### config.mk
export PLATFORM = sky130hd
export DESIGN_NAME = jacobi_frame_loader
export DESIGN_NICKNAME = d
export VERILOG_FILES = /design/src/rtl/jacobi_pkg.sv /design/src/rtl/jacobi_timeout_timer.sv /design/src/rtl/jacobi_frame_loader.sv
export SDC_FILE = /design/constraint.sdc
export NUM_CORES = 1
export LEC_CHECK = 0
export ABC_AREA = 1
export CORE_UTILIZATION = 53
export CTS_CLUSTER_SIZE = 8
export DETAILED_ROUTE_END_ITERATION = 10
export DONT_BUFFER_PORTS = 1
export HOLD_SLACK_MARGIN = 0.15
export PLACE_DENSITY = 0.71
export SLEW_MARGIN = 20
export SYNTH_ARGS = -nofsm -noshare
export SYNTH_HDL_FRONTEND = slang
export SYNTH_SLANG_ARGS = --single-unit
### constraint.sdc
create_clock -name clk -period 4.98 [get_ports clk]
set_clock_uncertainty 0.1 [all_clocks]
set_input_delay 0.996 -clock clk [delete_from_list [all_inputs] [get_ports clk]]
set_output_delay 0.996 -clock clk [all_outputs]
set_load 0.005 [all_outputs]
### src/rtl/jacobi_pkg.sv
// jacobi_pkg
// Shared definitions for the Jacobi solver front end: the loader FSM state
// encoding, frame geometry and the Q8.8 fixed-point format shared with the
// solver datapath.
//
// Contents:
//   state_t        - loader FSM states S_RECV..S_CLR
//   A_WORDS        - number of matrix words in a frame (3x3, row-major)
//   B_WORDS        - number of right-hand-side words in a frame
//   FRAME_WORDS    - total words in a well-formed frame
//   FRAC_BITS      - fractional bits of the Q8.8 word format
//   is_diag_index  - true for frame positions holding A00, A11, A22
package jacobi_pkg;

    typedef enum logic [2:0] {
        S_RECV  = 3'd0,
        S_DRAIN = 3'd1,
        S_START = 3'd2,
        S_WAIT  = 3'd3,
        S_OUT   = 3'd4,
        S_CLR   = 3'd5
    } state_t;

    localparam int A_WORDS     = 9;
    localparam int B_WORDS     = 3;
    localparam int FRAME_WORDS = A_WORDS + B_WORDS;
    localparam int FRAC_BITS   = 8;

    // Row-major 3x3: the diagonal sits at word indices 0, 4 and 8.
    function automatic logic is_diag_index(input logic [3:0] k);
        return (k == 4'd0) || (k == 4'd4) || (k == 4'd8);
    endfunction

endpackage

### src/rtl/jacobi_timeout_timer.sv
// jacobi_timeout_timer
// Free-running cycle counter used to bound how long the loader waits for the
// solver. The count is cleared while 'clear' is high and advances while
// 'enable' is high; 'expired' flags the last allowed cycle of the window.
//
// Parameters:
//   TIMEOUT_CYCLES - length of the wait window in cycles
//   TMR_W          - counter width, 2**TMR_W must exceed TIMEOUT_CYCLES
//
// Ports:
//   clk      in   clock
//   rst      in   asynchronous, active-high reset
//   clear    in   synchronous clear of the count (wins over enable)
//   enable   in   count this cycle
//   expired  out  enable is high and the count has reached TIMEOUT_CYCLES-1
module jacobi_timeout_timer #(
    parameter int TIMEOUT_CYCLES = 4096,
    parameter int TMR_W          = 13
) (
    input  logic clk,
    input  logic rst,
    input  logic clear,
    input  logic enable,
    output logic expired
);

    logic [TMR_W-1:0] count;

    always_ff @(posedge clk or posedge rst) begin
        if (rst) begin
            count <= '0;
        end else if (clear) begin
            count <= '0;
        end else if (enable) begin
            count <= count + 1'b1;
        end
    end

    // The count reads 0 in the first enabled cycle, so matching on
    // TIMEOUT_CYCLES-1 gives exactly TIMEOUT_CYCLES enabled cycles.
    assign expired = enable && (count == TMR_W'(TIMEOUT_CYCLES - 1));

endmodule

### src/rtl/jacobi_frame_loader.sv
// jacobi_frame_loader
// Upstream feeder for the 3x3 Jacobi solver. Receives a framed valid/ready
// stream of 12 Q8.8 words (A row-major, then b), writes them into the
// solver's A/b load ports, starts the solver, waits for done (bounded by a
// timeout), hands x0..x2 out over a valid/ready interface and finally pulses
// solver_clr to re-arm the solver.
//
// Optional feature (compile-time macro DIAG_ZERO_CHECK_EN):
//   When defined, a frame whose A00, A11 or A22 is zero is rejected with a
//   frame_err pulse after its writes instead of being started.
//
// Ports:
//   clk, rst                   clock, asynchronous active-high reset
//   in_data/in_valid/in_last   input word stream, in_ready back-pressure
//   a_data/a_addr/a_wen        solver A write port (index 0..8)
//   b_data/b_addr/b_wen        solver b write port (index 0..2)
//   solve_start                one-cycle solver start pulse
//   solver_clr                 one-cycle solver clear pulse
//   solver_done, sx0..sx2      solver status and solution
//   out_x0..out_x2/out_valid   captured solution, out_ready from consumer
//   frame_err, timeout_err     one-cycle error pulses
//   busy                       high whenever not waiting for a new frame
import jacobi_pkg::*;

module jacobi_frame_loader #(
    parameter int DATA_WIDTH     = 16,
    parameter int TIMEOUT_CYCLES = 4096,
    parameter int TMR_W          = 13
) (
    input  logic                  clk,
    input  logic                  rst,
    input  logic [DATA_WIDTH-1:0] in_data,
    input  logic                  in_valid,
    input  logic                  in_last,
    output logic                  in_ready,
    output logic [DATA_WIDTH-1:0] a_data,
    output logic [3:0]            a_addr,
    output logic                  a_wen,
    output logic [DATA_WIDTH-1:0] b_data,
    output logic [1:0]            b_addr,
    output logic                  b_wen,
    output logic                  solve_start,
    output logic                  solver_clr,
    input  logic                  solver_done,
    input  logic [DATA_WIDTH-1:0] sx0,
    input  logic [DATA_WIDTH-1:0] sx1,
    input  logic [DATA_WIDTH-1:0] sx2,
    output logic [DATA_WIDTH-1:0] out_x0,
    output logic [DATA_WIDTH-1:0] out_x1,
    output logic [DATA_WIDTH-1:0] out_x2,
    output logic                  out_valid,
    input  logic                  out_ready,
    output logic                  frame_err,
    output logic                  timeout_err,
    output logic                  busy
);

    state_t     state;
    logic [3:0] word_cnt;
    logic       accept;
    logic       tmr_clear;
    logic       tmr_en;
    logic       tmr_expired;

`ifdef DIAG_ZERO_CHECK_EN
    logic       diag_zero;
`endif

    assign in_ready  = (state == S_RECV) || (state == S_DRAIN);
    assign busy      = (state != S_RECV);
    assign accept    = in_valid && in_ready;
    assign tmr_clear = (state == S_START);
    assign tmr_en    = (state == S_WAIT);

    jacobi_timeout_timer #(
        .TIMEOUT_CYCLES (TIMEOUT_CYCLES),
        .TMR_W          (TMR_W)
    ) u_timer (
        .clk     (clk),
        .rst     (rst),
        .clear   (tmr_clear),
        .enable  (tmr_en),
        .expired (tmr_expired)
    );

    // Single FSM with registered outputs. Pulse outputs default low every
    // cycle and are raised only by the branch that owns them. solve_start
    // is raised while leaving S_START so it lands the cycle after the
    // word-11 write; solver_clr is raised on entry to S_CLR so it is high
    // during that state.
    always_ff @(posedge clk or posedge rst) begin
        if (rst) begin
            state       <= S_RECV;
            word_cnt    <= '0;
            a_data      <= '0;
            a_addr      <= '0;
            a_wen       <= 1'b0;
            b_data      <= '0;
            b_addr      <= '0;
            b_wen       <= 1'b0;
            solve_start <= 1'b0;
            solver_clr  <= 1'b0;
            out_x0      <= '0;
            out_x1      <= '0;
            out_x2      <= '0;
            out_valid   <= 1'b0;
            frame_err   <= 1'b0;
            timeout_err <= 1'b0;
`ifdef DIAG_ZERO_CHECK_EN
            diag_zero   <= 1'b0;
`endif
        end else begin
            a_wen       <= 1'b0;
            b_wen       <= 1'b0;
            solve_start <= 1'b0;
            solver_clr  <= 1'b0;
            frame_err   <= 1'b0;
            timeout_err <= 1'b0;

            case (state)
                S_RECV: begin
                    if (accept) begin
                        if (word_cnt < 4'(A_WORDS)) begin
                            a_wen  <= 1'b1;
                            a_addr <= word_cnt;
                            a_data <= in_data;
                        end else begin
                            b_wen  <= 1'b1;
                            b_addr <= 2'(word_cnt - 4'(A_WORDS));
                            b_data <= in_data;
                        end

`ifdef DIAG_ZERO_CHECK_EN
                        // Word 0 restarts the sticky flag for the new frame.
                        if (word_cnt == 4'd0) begin
                            diag_zero <= (in_data == '0);
                        end else if (is_diag_index(word_cnt) && (in_data == '0)) begin
                            diag_zero <= 1'b1;
                        end
`endif

                        if (word_cnt == 4'(FRAME_WORDS - 1)) begin
                            word_cnt <= '0;
                            if (in_last) begin
`ifdef DIAG_ZERO_CHECK_EN
                                // The last diagonal word is 8, so the flag
                                // is already final when word 11 arrives.
                                if (diag_zero) begin
                                    frame_err <= 1'b1;
                                end else begin
                                    state <= S_START;
                                end
`else
                                state <= S_START;
`endif
                            end else begin
                                frame_err <= 1'b1;
                                state     <= S_DRAIN;
                            end
                        end else if (in_last) begin
                            // Short frame: partial writes stay in the solver
                            // but it is never started on them.
                            frame_err <= 1'b1;
                            word_cnt  <= '0;
                        end else begin
                            word_cnt <= word_cnt + 4'd1;
                        end
                    end
                end

                S_DRAIN: begin
                    if (accept && in_last) begin
                        state <= S_RECV;
                    end
                end

                S_START: begin
                    solve_start <= 1'b1;
                    state       <= S_WAIT;
                end

                S_WAIT: begin
                    // Done wins over a simultaneous timeout.
                    if (solver_done) begin
                        out_x0    <= sx0;
                        out_x1    <= sx1;
                        out_x2    <= sx2;
                        out_valid <= 1'b1;
                        state     <= S_OUT;
                    end else if (tmr_expired) begin
                        timeout_err <= 1'b1;
                        solver_clr  <= 1'b1;
                        state       <= S_CLR;
                    end
                end

                S_OUT: begin
                    if (out_ready) begin
                        out_valid  <= 1'b0;
                        solver_clr <= 1'b1;
                        state      <= S_CLR;
                    end
                end

                S_CLR: begin
                    state <= S_RECV;
                end

                default: begin
                    state <= S_RECV;
                end
            endcase
        end
    end

endmodule

==> images/pinout.png <==
Drawn at 4 px/µm. Pins as bars across the die edge, other pins in gray.
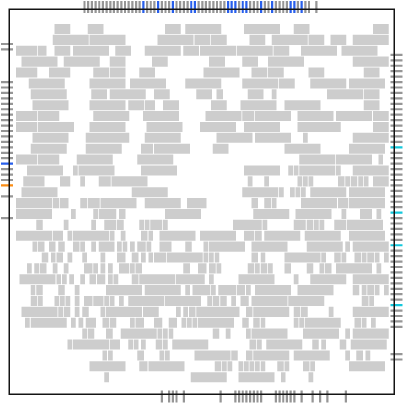
color	port	pins	direction	edge
blue	out_x2	16	output	15 top, 1 left
cyan	a_addr	4	output	right
orange	solver_clr	1	output	left

==> results_dict.tcl <==
# metrics dict for downstream scripts
set metrics [dict create \
    status "finished clean" \
    clkSinkCount 113 \
    setup_total_negative_slack_ns 0 \
    n_antenna_cell 0 \
    edf_count 0 \
    powerClk_w 0.00117 \
    floorplan.die.height_um 95.88 \
    postCtsSetupBuffers 0 \
    synth_warnings 0 \
    worstHoldStart "a_data[8]$_DFFE_PP0P_" \
    highest_layer "met4" \
    timing_max_transition_violations_final 0 \
    mappedNetlistNets 493 \
    logic_area_mm2 0.001595 \
    drv.max_cap_violation_count 0 \
    worstPathRequired_ns 3.88 \
    mostFrequentLayoutCell "sky130_fd_sc_hd__dfrtp_1" \
    synth_area_per_cell_um2 11.12 \
    synth.yosys.chip_area_mm2 0.004671 \
    wl_met3_um 654 \
    num_vias 2941 \
    area_leaders "sky130_fd_sc_hd__dfrtp_1 61%, sky130_fd_sc_hd__mux2_2 9.4%, sky130_fd_sc_hd__nand2_1 6.2%, sky130_fd_sc_hd__nor2_1 3.0%, sky130_fd_sc_hd__mux2_4 2.9%" \
    timing.final.crit_period_ns 2.607 \
    ctsLongestPathBuffers 2 \
    post_synth_mux_area_share_pct 12.30 \
    post_synth_num_cell_types 32 \
    openroad_warning_count 27 \
    netSwitchingPower_w 0.001072 \
    detailedPlace.worstSlack_ns 2.381 \
    post-route-worst-setup-slack_ns 2.373 \
    tritoncts "done" \
    post_synth_inst_count 420 \
    postCtsHoldBufs 0 \
    worstMarginPinSlew_ns 0.8317 \
    met2_wirelength_um 4453 \
    critical-path-slowest-cell "sky130_fd_sc_hd__dfrtp_1" \
]
==> images/congestion_map.png <==
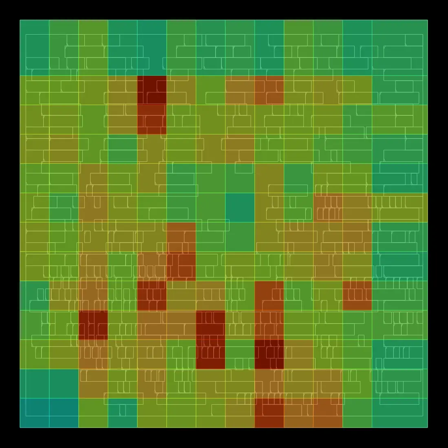
routing usage on met1: 23.03%
global routing's busiest layer: met2

[registers in the layout, indices dropped and copies added (netlist names), 2 cells and up]
signal / cells
a_data: 16
out_x1: 16
out_x2: 16
u_timer.count: 13
state: 3
a_addr: 4
out_x0: 16
b_data: 16
word_cnt: 4
b_addr: 2
[area by class of cell]
cell class | instances | area share (%)
Clock buffer | 19 | 7.954
Clock inverter | 13 | 3.068
Inverter | 38 | 2.785
Multi-Input combinational cell | 257 | 30.09
Sequential cell | 113 | 53.34
Tap cell | 105 | 2.478
Timing Repair Buffer | 2 | 0.2832
[critical path, delay by kind of cell, from the launching register on]
kind | cells | cell delay [ns]
flip-flops | 1 | 0.47
AND/OR/NAND/NOR | 3 | 0.55
